==> config.mk <==
export PLATFORM = sky130hd
export DESIGN_NAME = status_led
export DESIGN_NICKNAME = d
export VERILOG_FILES = /design/src/rtl/status_led_pkg.sv /design/src/rtl/status_led_prescaler.sv /design/src/rtl/status_led.sv
export SDC_FILE = /design/constraint.sdc
export NUM_CORES = 1
export LEC_CHECK = 0
export ABC_AREA = 0
export CORE_MARGIN = 5
export CORE_UTILIZATION = 30
export CTS_BUF_LIST = sky130_fd_sc_hd__clkbuf_4
export DETAILED_ROUTE_END_ITERATION = 8
export GPL_TIMING_DRIVEN = 0
export SLEW_MARGIN = 15
export SYNTH_ARGS = -nofsm -noshare
export SYNTH_HDL_FRONTEND = slang
export SYNTH_HIERARCHICAL = 1
export SYNTH_SLANG_ARGS = --single-unit
export TNS_END_PERCENT = 10
==> constraint.sdc <==
create_clock -name clk -period 7.3 [get_ports clk]
set_clock_uncertainty 0.05 [all_clocks]
set_input_delay 1.46 -clock clk [delete_from_list [all_inputs] [get_ports clk]]
set_output_delay 1.46 -clock clk [all_outputs]
set_load 0.02 [all_outputs]
==> src/rtl/status_led_pkg.sv <==
// rtl/status_led_pkg.sv - shared mode encoding for the status LED block
package status_led_pkg;

  typedef enum logic [1:0] {
    MODE_OFF     = 2'd0,
    MODE_ON      = 2'd1,
    MODE_BLINK   = 2'd2,
    MODE_BREATHE = 2'd3
  } mode_t;

endpackage

==> src/rtl/status_led_prescaler.sv <==
// rtl/status_led_prescaler.sv - free-running divider producing a one-cycle tick every PRESCALE clocks
module status_led_prescaler #(
  parameter int PRESCALE = 25_000_000
) (
  input  logic clk,
  input  logic rst_n,
  output logic tick
);

  localparam int CNTW = $clog2(PRESCALE);
  localparam logic [CNTW-1:0] LAST = CNTW'(PRESCALE - 1);

  logic [CNTW-1:0] count;

  always_ff @(posedge clk or negedge rst_n) begin
    if (!rst_n) begin
      count <= '0;
    end else if (count == LAST) begin
      count <= '0;
    end else begin
      count <= count + 1'b1;
    end
  end

  // Decoded straight from the count register so tick is low throughout reset.
  assign tick = (count == LAST);

endmodule

==> src/rtl/status_led.sv <==
// rtl/status_led.sv - per-channel LED driver with off/on/blink/breathe modes on a shared timebase
module status_led
  import status_led_pkg::*;
#(
  parameter  int CHANNELS = 4,
  parameter  int PRESCALE = 25_000_000,
  parameter  int PWM_BITS = 4,
  localparam int CW       = (CHANNELS > 1) ? $clog2(CHANNELS) : 1
) (
  input  logic                clk,
  input  logic                rst_n,
  input  logic                wr_en,
  input  logic [CW-1:0]       wr_chan,
  input  logic [1:0]          wr_mode,
  output logic [CHANNELS-1:0] led,
  output logic                tick
);

  localparam logic [PWM_BITS-1:0] DUTY_MAX = '1;

  mode_t               mode [CHANNELS];
  logic                phase;
  logic                dir_down;
  logic [PWM_BITS-1:0] duty;
  logic [PWM_BITS-1:0] pwm_cnt;
  logic [CHANNELS-1:0] led_next;
  logic                breathe;
  logic                wr_hit;

  status_led_prescaler #(.PRESCALE(PRESCALE)) u_prescaler (
    .clk  (clk),
    .rst_n(rst_n),
    .tick (tick)
  );

  assign breathe = (pwm_cnt < duty);
  assign wr_hit  = wr_en && ({1'b0, wr_chan} < (CW + 1)'(CHANNELS));

  always_comb begin
    led_next = '0;
    for (int i = 0; i < CHANNELS; i++) begin
      case (mode[i])
        MODE_OFF:     led_next[i] = 1'b0;
        MODE_ON:      led_next[i] = 1'b1;
        MODE_BLINK:   led_next[i] = phase;
        MODE_BREATHE: led_next[i] = breathe;
        default:      led_next[i] = 1'b0;
      endcase
    end
  end

  // The led register samples pre-edge state, so a mode or tick update shows one edge later.
  always_ff @(posedge clk or negedge rst_n) begin
    if (!rst_n) begin
      for (int i = 0; i < CHANNELS; i++) mode[i] <= MODE_ON;
      led      <= '0;
      phase    <= 1'b0;
      dir_down <= 1'b0;
      duty     <= '0;
      pwm_cnt  <= '0;
    end else begin
      led     <= led_next;
      pwm_cnt <= pwm_cnt + 1'b1;
      if (wr_hit) mode[wr_chan] <= mode_t'(wr_mode);
      if (tick) begin
        phase <= ~phase;
        if (!dir_down) begin
          if (duty == DUTY_MAX) begin
            duty     <= DUTY_MAX - 1'b1;
            dir_down <= 1'b1;
          end else begin
            duty <= duty + 1'b1;
          end
        end else begin
          if (duty == '0) begin
            duty     <= PWM_BITS'(1);
            dir_down <= 1'b0;
          end else begin
            duty <= duty - 1'b1;
          end
        end
      end
    end
  end

endmodule
==> run notes <==
impl run done, here's what came out: run status finished clean, XOR/XNOR share of the synthesized area about 6.7%, kind of path behind the tightest hold check reg -> reg, largest net degree at the start of global routing 35, vertical die dimension roughly 100 µm, most frequent cells after synthesis sky130_fd_sc_hd__dfrtp_1, sky130_fd_sc_hd__a21oi_1, sky130_fd_sc_hd__nand2_1, FF-to-FF setup slack roughly 4.6 ns, DRT antenna net count 0, post-CTS setup repair buffer count 0, crit path DRT roughly 5.8 ns, transition time of the tightest slew-check pin approximately 0.78 ns, Layout fillers between 700 and 800, drt first-iter violations 65, I/O pin count 12, setup repair after global routing missed its margin no, post-synth top area share 45.6%, most instantiated flip-flop cell in the synthesis netlist sky130_fd_sc_hd__dfrtp_1, most frequently placed logic cells in the final layout sky130_fd_sc_hd__dfrtp_1, sky130_fd_sc_hd__a21oi_1, sky130_fd_sc_hd__nand2_1, total of cells resized after clock tree synthesis 0, clock slew at reported path FFs around 0.14 ns, clock latency on the worst-skew pair 0.36 ns, leakage component of the power between 1 and 1.5 nW, leading cell types by total area after synthesis sky130_fd_sc_hd__dfrtp_1, sky130_fd_sc_hd__dfstp_2, sky130_fd_sc_hd__mux2_2, sky130_fd_sc_hd__ha_1, sky130_fd_sc_hd__xnor2_1, first-pass iteration count of the detailed router 4, arrival time reported for the critical path endpoint 2.87 ns, nets ~250, Critical path buffers and inverters 1, nets in the synthesized netlist about 230, number of enable flip-flop cells 0, fraction of the yosys area taken by sequential cells between 50% and 60%, Largest register FFs 25, max-slew violation total from the final report 0, ratio of cells with drive above 1 in the final layout ~17%, adder and majority cell fraction of the synthesized area 4.25%, combinational gate area around 1100 µm², number of CTS-inserted buffers 5, endpoint of the worst hold-timing path pwm_cnt[0], vias in the first global route around 1600, routed length per placed instance 13.0 µm, post-synthesis compound-gate area fraction between 10% and 20%, worst slew slack as a fraction of its limit ~48%, hold slack between 0.4 and 0.5 ns, number of cell instances on the worst register-to-register path 6, largest area contributor in the netlist sky130_fd_sc_hd__dfrtp_1, Critical Path End tick, number of warnings printed during yosys synthesis 6, Yosys chip area between 2000 and 2500 µm², Post-Synth Simple-Gate Area just over 20%, CP top delay family simple AND/OR/NAND/NOR gates, worst setup timing slack at the placement stage 3.31 ns, Registers, synthesis 47, initial antenna violation count 0, worst setup path category reg -> out, Worst Setup End Kind primary output, worst vdd rail ir drop between 70 and 80 µV, source of the critical timing path u_prescaler/count[0], post-layout min period 4.38 ns, port buffer count 11, total global-route track usage a little under a tenth, stage-log warning count 28, Post-Syn Instances between 200 and 250, post-synthesis cell type count 46, chip footprint between 9000 and 10000 µm², area of all placed cells without fillers roughly 2700 µm²
==> layout make-up <==
class | count | area share (%)
Clock buffer | 5 | 1.39
Inverter | 7 | 0.973
Multi-Input combinational cell | 158 | 41.4
Timing Repair Buffer | 12 | 4.63
Tap cell | 102 | 4.72
Buffer | 5 | 1.44
Clock inverter | 3 | 1.76
Sequential cell | 47 | 43.7
==> power breakdown <==
group | leakage [nW] | switching [W] | internal, W
registers | 0.609 | 0.00000713 | 0.000277
logic | 0.455 | 0.0000203 | 0.0000220
clock network | 0.0458 | 0.0000863 | 0.0000740
==> routing by layer <==
layer | vias up | GRT usage, % | part of all wire (%)
met5 | - | 0 | 0
met2 | 11 | 15.8 | 49
li1 | 835 | - | -
met4 | 0 | 3.78 | 1.8
met1 | 843 | 11.9 | 48
met3 | 5 | 2.05 | 2.0
==> images/port_trees.png <==
Bar = 20 µm.
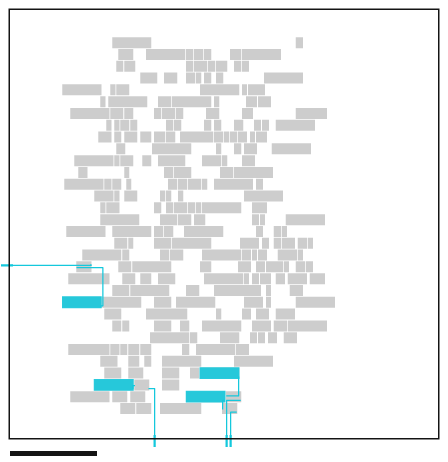
Key: led = cyan [bits 4, direction output, edge 3 south, 1 west, end cells 4, buffers 4, wire 75.4 µm]

==> images/m1.png <==
Bar = 20 µm. Supply wires on this layer in grey.
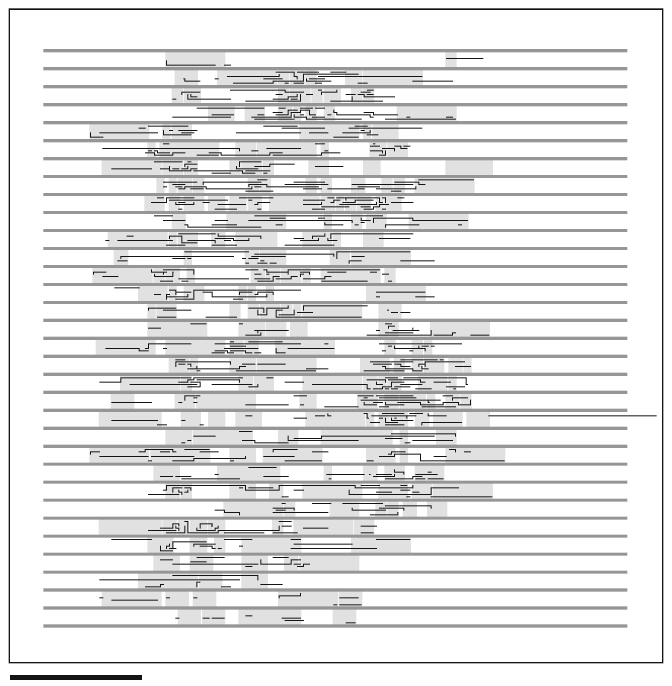
The layer holds 48% of the routed length. The longest straight run is 25.3 µm. 231 nets have wire on it. The layer carries 2110 µm of wire.

Power figures rest on the tool's default switching activity, not on a simulated workload.
